run_1/zoom.png
The bar under the picture is 5 um long. Region (42, 63) to (62, 83) um. Cells in gray, sequential cells in the stronger gray; small squares are vias.
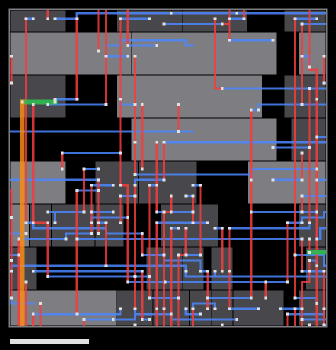
run_1/wire_density.png
21 x 21 tiles, from white (low) to dark blue (high), scaled to the fullest tile. Values are wire area over tile area, all layers added.
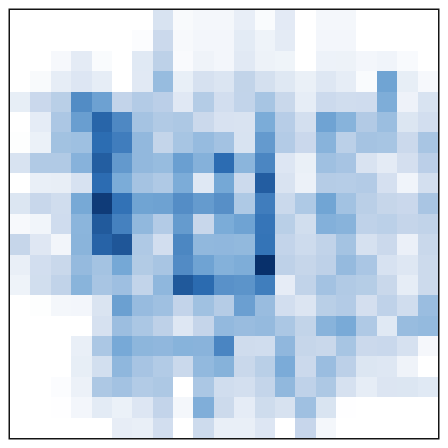
run_1/pins.png
The bar under the picture is 20 um long. Pins as bars across the die edge, other pins in gray.
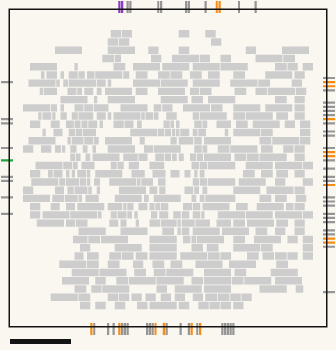
**config.mk**
```make
export PLATFORM = sky130hd
export DESIGN_NAME = color_sensor_sequencer
export DESIGN_NICKNAME = d
export VERILOG_FILES = /design/src/rtl/color_sensor_sequencer.sv
export SDC_FILE = /design/constraint.sdc
export NUM_CORES = 1
export LEC_CHECK = 0
export CAP_MARGIN = 30
export CORE_MARGIN = 4
export CORE_UTILIZATION = 49
export DETAILED_ROUTE_END_ITERATION = 16
export PLACE_DENSITY = 0.75
export SETUP_SLACK_MARGIN = 0.4
export SLEW_MARGIN = 20
export SYNTH_ARGS = -nofsm -noshare
export SYNTH_HDL_FRONTEND = slang
export SYNTH_SLANG_ARGS = --single-unit
```
**constraint.sdc**
```tcl
create_clock -name clk -period 4.45 [get_ports clk]
set_clock_uncertainty 0.1 [all_clocks]
set_input_delay 0.89 -clock clk [delete_from_list [all_inputs] [get_ports clk]]
set_output_delay 0.89 -clock clk [all_outputs]
set_load 0.02 [all_outputs]
```
**src/rtl/color_sensor_sequencer.sv**
```systemverilog
// Colour-sensor measurement sequencer: drives scaling and filter pins,
// counts synchronised freq_in edges per colour and publishes four results.
module color_sensor_sequencer #(
    parameter int GATE_CYCLES   = 1000,
    parameter int SETTLE_CYCLES = 4,
    parameter int CNT_W         = 16
) (
    input  logic             clk,
    input  logic             rst_n,
    input  logic             start,
    input  logic [1:0]       mode,
    input  logic             abort,
    input  logic             freq_in,
    output logic             s0,
    output logic             s1,
    output logic             s2,
    output logic             s3,
    output logic             busy,
    output logic             done,
    output logic             overflow,
    output logic [CNT_W-1:0] red_cnt,
    output logic [CNT_W-1:0] green_cnt,
    output logic [CNT_W-1:0] blue_cnt,
    output logic [CNT_W-1:0] clear_cnt
);

    localparam int TMAX = (GATE_CYCLES > SETTLE_CYCLES) ? GATE_CYCLES : SETTLE_CYCLES;
    localparam int TW   = $clog2(TMAX) + 1;

    typedef enum logic [2:0] {
        ST_IDLE,
        ST_SETTLE,
        ST_GATE,
        ST_STORE,
        ST_DONE
    } state_t;

    state_t           r_state;
    state_t           w_next;
    logic [TW-1:0]    r_tmr;
    logic [1:0]       r_idx;
    logic [1:0]       r_mode_q;
    logic [1:0]       r_filt;
    logic [CNT_W-1:0] r_cnt;
    logic             r_ovf;
    logic [1:0]       r_sync;
    logic             r_prev;
    logic             w_edge;
    logic             w_go;
    logic             w_settle_end;
    logic             w_gate_end;

    // Filter code for colour index: red, green, blue, clear.
    function automatic logic [1:0] f_code(input logic [1:0] idx);
        logic [1:0] c;
        unique case (idx)
            2'd0: c = 2'b00;
            2'd1: c = 2'b11;
            2'd2: c = 2'b01;
            default: c = 2'b10;
        endcase
        return c;
    endfunction

    assign w_edge       = r_sync[1] & ~r_prev;
    assign w_go         = start & (mode != 2'b00) & ~abort;
    assign w_settle_end = (r_tmr == TW'(SETTLE_CYCLES - 1));
    assign w_gate_end   = (r_tmr == TW'(GATE_CYCLES - 1));

    // Two-flop synchroniser and rising-edge history for freq_in.
    always_ff @(posedge clk or negedge rst_n) begin
        if (!rst_n) begin
            r_sync <= 2'b00;
            r_prev <= 1'b0;
        end else begin
            r_sync <= {r_sync[0], freq_in};
            r_prev <= r_sync[1];
        end
    end

    // State register.
    always_ff @(posedge clk or negedge rst_n) begin
        if (!rst_n) r_state <= ST_IDLE;
        else        r_state <= w_next;
    end

    // Next-state logic and pin/status decode.
    always_comb begin
        w_next = r_state;
        busy   = 1'b0;
        done   = 1'b0;
        unique case (r_state)
            ST_IDLE: begin
                if (w_go) w_next = ST_SETTLE;
            end
            ST_SETTLE: begin
                busy = 1'b1;
                if (abort)             w_next = ST_IDLE;
                else if (w_settle_end) w_next = ST_GATE;
            end
            ST_GATE: begin
                busy = 1'b1;
                if (abort)           w_next = ST_IDLE;
                else if (w_gate_end) w_next = ST_STORE;
            end
            ST_STORE: begin
                busy = 1'b1;
                if (abort)              w_next = ST_IDLE;
                else if (r_idx == 2'd3) w_next = ST_DONE;
                else                    w_next = ST_SETTLE;
            end
            ST_DONE: begin
                done   = 1'b1;
                w_next = ST_IDLE;
            end
            default: w_next = ST_IDLE;
        endcase
        {s0, s1} = busy ? r_mode_q : 2'b00;
        {s2, s3} = r_filt;
        overflow = r_ovf;
    end

    // Phase timer, colour index, latched mode, edge counter and overflow.
    always_ff @(posedge clk or negedge rst_n) begin
        if (!rst_n) begin
            r_tmr    <= '0;
            r_idx    <= 2'd0;
            r_mode_q <= 2'b00;
            r_filt   <= 2'b00;
            r_cnt    <= '0;
            r_ovf    <= 1'b0;
        end else begin
            if ((r_state == ST_SETTLE || r_state == ST_GATE) && w_next == r_state)
                r_tmr <= r_tmr + TW'(1);
            else
                r_tmr <= '0;
            if (r_state == ST_IDLE && w_go) begin
                r_mode_q <= mode;
                r_ovf    <= 1'b0;
                r_idx    <= 2'd0;
                r_filt   <= f_code(2'd0);
            end
            if (r_state == ST_STORE && !abort && r_idx != 2'd3) begin
                r_idx  <= r_idx + 2'd1;
                r_filt <= f_code(r_idx + 2'd1);
            end
            if (r_state == ST_SETTLE) begin
                r_cnt <= '0;
            end else if (r_state == ST_GATE && w_edge) begin
                if (r_cnt == {CNT_W{1'b1}}) r_ovf <= 1'b1;
                else                        r_cnt <= r_cnt + CNT_W'(1);
            end
        end
    end

    // Result registers, written only in their own colour's store cycle.
    always_ff @(posedge clk or negedge rst_n) begin
        if (!rst_n) begin
            red_cnt   <= '0;
            green_cnt <= '0;
            blue_cnt  <= '0;
            clear_cnt <= '0;
        end else if (r_state == ST_STORE && !abort) begin
            unique case (r_idx)
                2'd0: red_cnt   <= r_cnt;
                2'd1: green_cnt <= r_cnt;
                2'd2: blue_cnt  <= r_cnt;
                default: clear_cnt <= r_cnt;
            endcase
        end
    end

endmodule

```
==> ci_impl_report.md, run 1 <==
### Metrics collected by this job

| Metric | Value |
|---|---|
| Logic gate share of total power | `3.6%` |
| Mux share | `16.79%` |
| Startpoint Class | `flop` |
| DR top layer | `met4` |
| Path depth of the worst reg2reg path | `5` |
| Worst path top cell family by delay | `buffers and inverters` |
| Status | `completed` |
| Top Layout Cells | `dfrtp_1 (104), clkdlybuf4s50_1 (76), mux2_2 (67)` |
| Clk root buf | `clkbuf_8` |
| Drt drc | `0` |
| Metal3 WL | `403 um` |
| Non-clock inverters | `5` |
| Leakage | `2.551 nW` |
| Overall Power | `1.551 mW` |
| Yosys stat area | `0.004554 mm2` |
| Tool warnings | `30` |
| Clk_lat worst skew | `0.36 ns` |
| Largest net degree at the start of global routing | `73` |
| Num CTS Buffers | `9` |
| CTS tree | `done` |
| Final ANT Viol Nets | `0` |
-- zoom.png (at the start) --
Key: red = met2; orange = met4; green = met3; blue = met1
Sequential cells in the window: 6. Netlist names of flops here include r_cnt (3), clear_cnt (2). 30 logic cells have their middle in the window. Most frequent: mux2_2 (6), dfrtp_1 (6), nand2_1 (3).

-- wire_density.png (at the start) --
The fullest tile reaches 0.52. The densest ninth of the die: center. The mean over all tiles is 0.13.
Overall Global Routing Usage: 17.31%
via count: 3083

-- pins.png (at the start) --
Key: purple = mode [pins 2, direction input, edge north]; green = overflow [pins 1, direction output, edge west]; orange = red_cnt [pins 16, direction output, edge 8 east, 6 south, 2 north]
All pins by edge: 32 east, 24 south, 13 north, 9 west.
die height: 104.4 um
die width: 104.4 um
Port Buffers: 77

==> run 1 -> run 2 <==
Settings changed: CORE_UTILIZATION 49 to 48, PLACE_DENSITY 0.75 to 0.76.
Clock period 4.45 ns to 2.5 ns, I/O delays scaled along.
==> run 2 against run 1 <==
  * Cell area is 4.4% higher
  * Critical path type is now flop to flop
  * Hold slack improved by 0.0037 ns
  * Highest routed layer unchanged
  * Global-route usage rose by 0.47 points
  * Critical path depth is 1 higher
  * Sequential power rose by 78%
  * Critical endpoint is now r_tmr[5]
  * Die area grew 1.9%
==> ci_impl_report.md, run 2 <==
### Metrics collected by this job

| Metric | Value |
|---|---|
| Top Layout Cells | `dfrtp_1 (103), clkdlybuf4s50_1 (72), mux2_2 (67)` |
| Worst setup startpoint | `r_tmr[1]` |
| Non-clock inverters | `5 (unchanged)` |
| Tool warnings | `32 (+6.7%)` |
| Clk root buf | `clkbuf_8` |
| Crit path to | `r_tmr[5]` |
| Yosys stat area | `0.004554 mm2 (unchanged)` |
| Sequential power | `1.70 mW` |
| Status | `completed` |
| Logic share of the area | `32.15%` |
| Die width | `105.4 um (+0.95%)` |
| Crit-path max FO | `6` |
| Overall Power | `2.897 mW (+87%)` |
| 1st-iter DRT viols | `119` |
| Sw Share | `22.72%` |
| # Cells Yosys | `357` |
| Final ANT Viol Nets | `0 (unchanged)` |
| Reg-to-Reg Start | `r_tmr[1]` |
| Leakage | `2.665 nW (+4.5%)` |
| Clock-pin slew on the worst setup and hold paths | `0.10 ns` |
| Clk network pwr share | `37.6%` |
| PwrDens | `497.6 mW/mm2` |
| Port Buffers | `77 (unchanged)` |
| Path depth of the worst reg2reg path | `5 (unchanged)` |
| CTS tree | `done` |
| Largest net degree at the start of global routing | `51 (-30%)` |
| Drt drc | `0 (unchanged)` |
| Worst path top cell family by delay | `AND-OR/OR-AND gates` |
| Logic gate share of total power | `3.7% (about the same)` |
| H-tree depth | `3` |
| Top cells by area | `dfrtp_1 (57%), mux2_2 (17%), ha_1 (1.9%)` |
| Total stage count of the critical path | `5` |
| Mux share | `16.79% (unchanged)` |
| Layout cells sized above 1 | `26.62%` |
| Routed met2 length | `4859 um` |
| Startpoint Class | `flop` |
| DR top layer | `met4` |
| Die height | `105.4 um (+0.95%)` |
| Max-cap viol count | `0` |
| Metal3 WL | `365 um (-9.4%)` |
| Num CTS Buffers | `9 (unchanged)` |
| Flop area | `0.002604 mm2` |
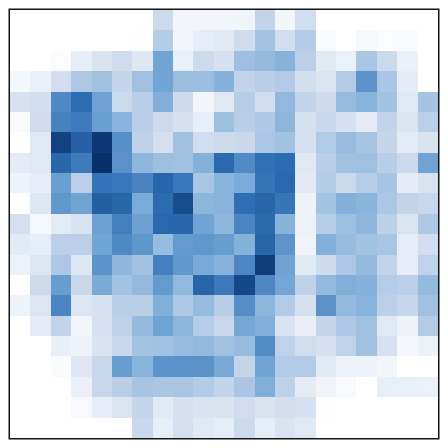
run_2/wire_density.png
21 x 21 tiles, from white (low) to dark blue (high), scaled to the fullest tile. Values are wire area over tile area, all layers added.
The densest ninth of the die: center. The fullest tile reaches 0.46. 18% of the tiles are over half the peak. 14% of the tiles are nearly empty.
Overall Global Routing Usage: 17.78%
via count: 3169
final WL: 9553 um
Routed WL per cell: 16.59 um

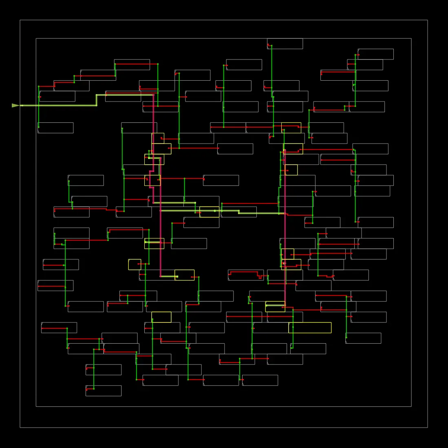
run_2/final_clocks.png
clock buffers: 10
Clock Power: 1.09 mW
flop count: 104

==> run 2 -> run 3 <==
Settings changed: CORE_UTILIZATION 48 to 49, PLACE_DENSITY 0.76 to 0.75.
Clock period 2.5 ns to 2 ns, I/O delays scaled along.
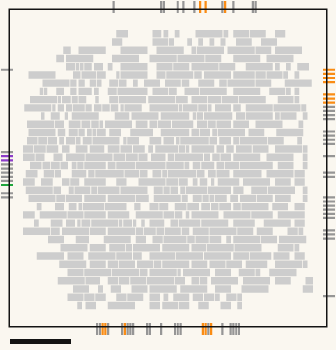
run_3/pins.png
The bar under the picture is 20 um long. Pins as bars across the die edge, other pins in gray.
Key: purple = mode [pins 2, direction input, edge west]; orange = red_cnt [pins 16, direction output, edge 7 east, 6 south, 3 north]; green = overflow [pins 1, direction output, edge west]

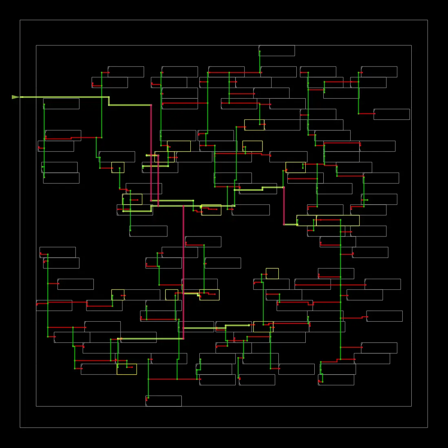
run_3/final_clocks.png
clk_lat worst skew: 0.38 ns
Num CTS Buffers: 9
Clock Power: 1.41 mW

==> run 3 against run 2 <==
  * Utilization up 13 points
  * Maximum frequency up 6.1%
  * Synthesized cell count unchanged
  * Count of clock-buffer cells in the layout did not move
  * Global-route usage up 3.8 points
  * Sequential power rose by 25%
  * Combinational power up 59%
  * Area after synthesis did not move
  * Sequential cell count unchanged
  * Cell count grew 4.3%
  * Total power up 28%
  * Register-to-register slack worse by 0.38 ns
  * Critical path type unchanged
  * Highest routed layer unchanged
==> ci_impl_report.md, run 3 <==
### Metrics collected by this job

| Metric | Value |
|---|---|
| Flop count | `104 (unchanged)` |
| Clock-pin slew on the worst setup and hold paths | `0.10 ns (about the same)` |
| Port Buffers | `77 (unchanged)` |
| Startpoint Class | `flop` |
| Routed WL per cell | `21.91 um (+32%)` |
| Tool warnings | `33 (+3.1%)` |
| Crit-path max FO | `6 (unchanged)` |
| Overall Power | `3.707 mW (+28%)` |
| Clk network pwr share | `38.0% (+0.4 points)` |
| Worst path top cell family by delay | `AND-OR/OR-AND gates` |
| Worst setup startpoint | `r_tmr[1]` |
| Yosys stat area | `0.004554 mm2 (unchanged)` |
| Clock buffers | `10 (unchanged)` |
| Largest net degree at the start of global routing | `46 (-9.8%)` |
| 1st-iter DRT viols | `163 (+37%)` |
| Die height | `104.4 um (-0.94%)` |
| # Cells Yosys | `357 (unchanged)` |
| Logic gate share of total power | `4.7% (+1.0 points)` |
| Final WL | `13170 um (+38%)` |
| Top Layout Cells | `dfrtp_1 (96), mux2_4 (64), buf_4 (46)` |
| Layout cells sized above 1 | `54.36% (+28 points)` |
| Routed met2 length | `6700 um (+38%)` |
| Clk root buf | `clkbuf_8` |
| Flop area | `0.002613 mm2 (+0.34%)` |
| H-tree depth | `3 (unchanged)` |
| Metal3 WL | `754 um (+110%)` |
| DR top layer | `met4` |
| Max-cap viol count | `0 (unchanged)` |
| Via count | `3648 (+15%)` |
| Path depth of the worst reg2reg path | `6 (+1)` |
| Die width | `104.4 um (-0.94%)` |
| Reg-to-Reg Start | `r_tmr[1]` |
| Top cells by area | `dfrtp_1 (57%), mux2_2 (17%), ha_1 (1.9%)` |
| Leakage | `3.269 nW (+23%)` |
| PwrDens | `550.0 mW/mm2 (+11%)` |
| Status | `completed` |
| Logic share of the area | `37.78% (+5.6 points)` |
| Sequential power | `2.13 mW (+25%)` |
No activity file was given, so power comes from the tool's default toggle rates.
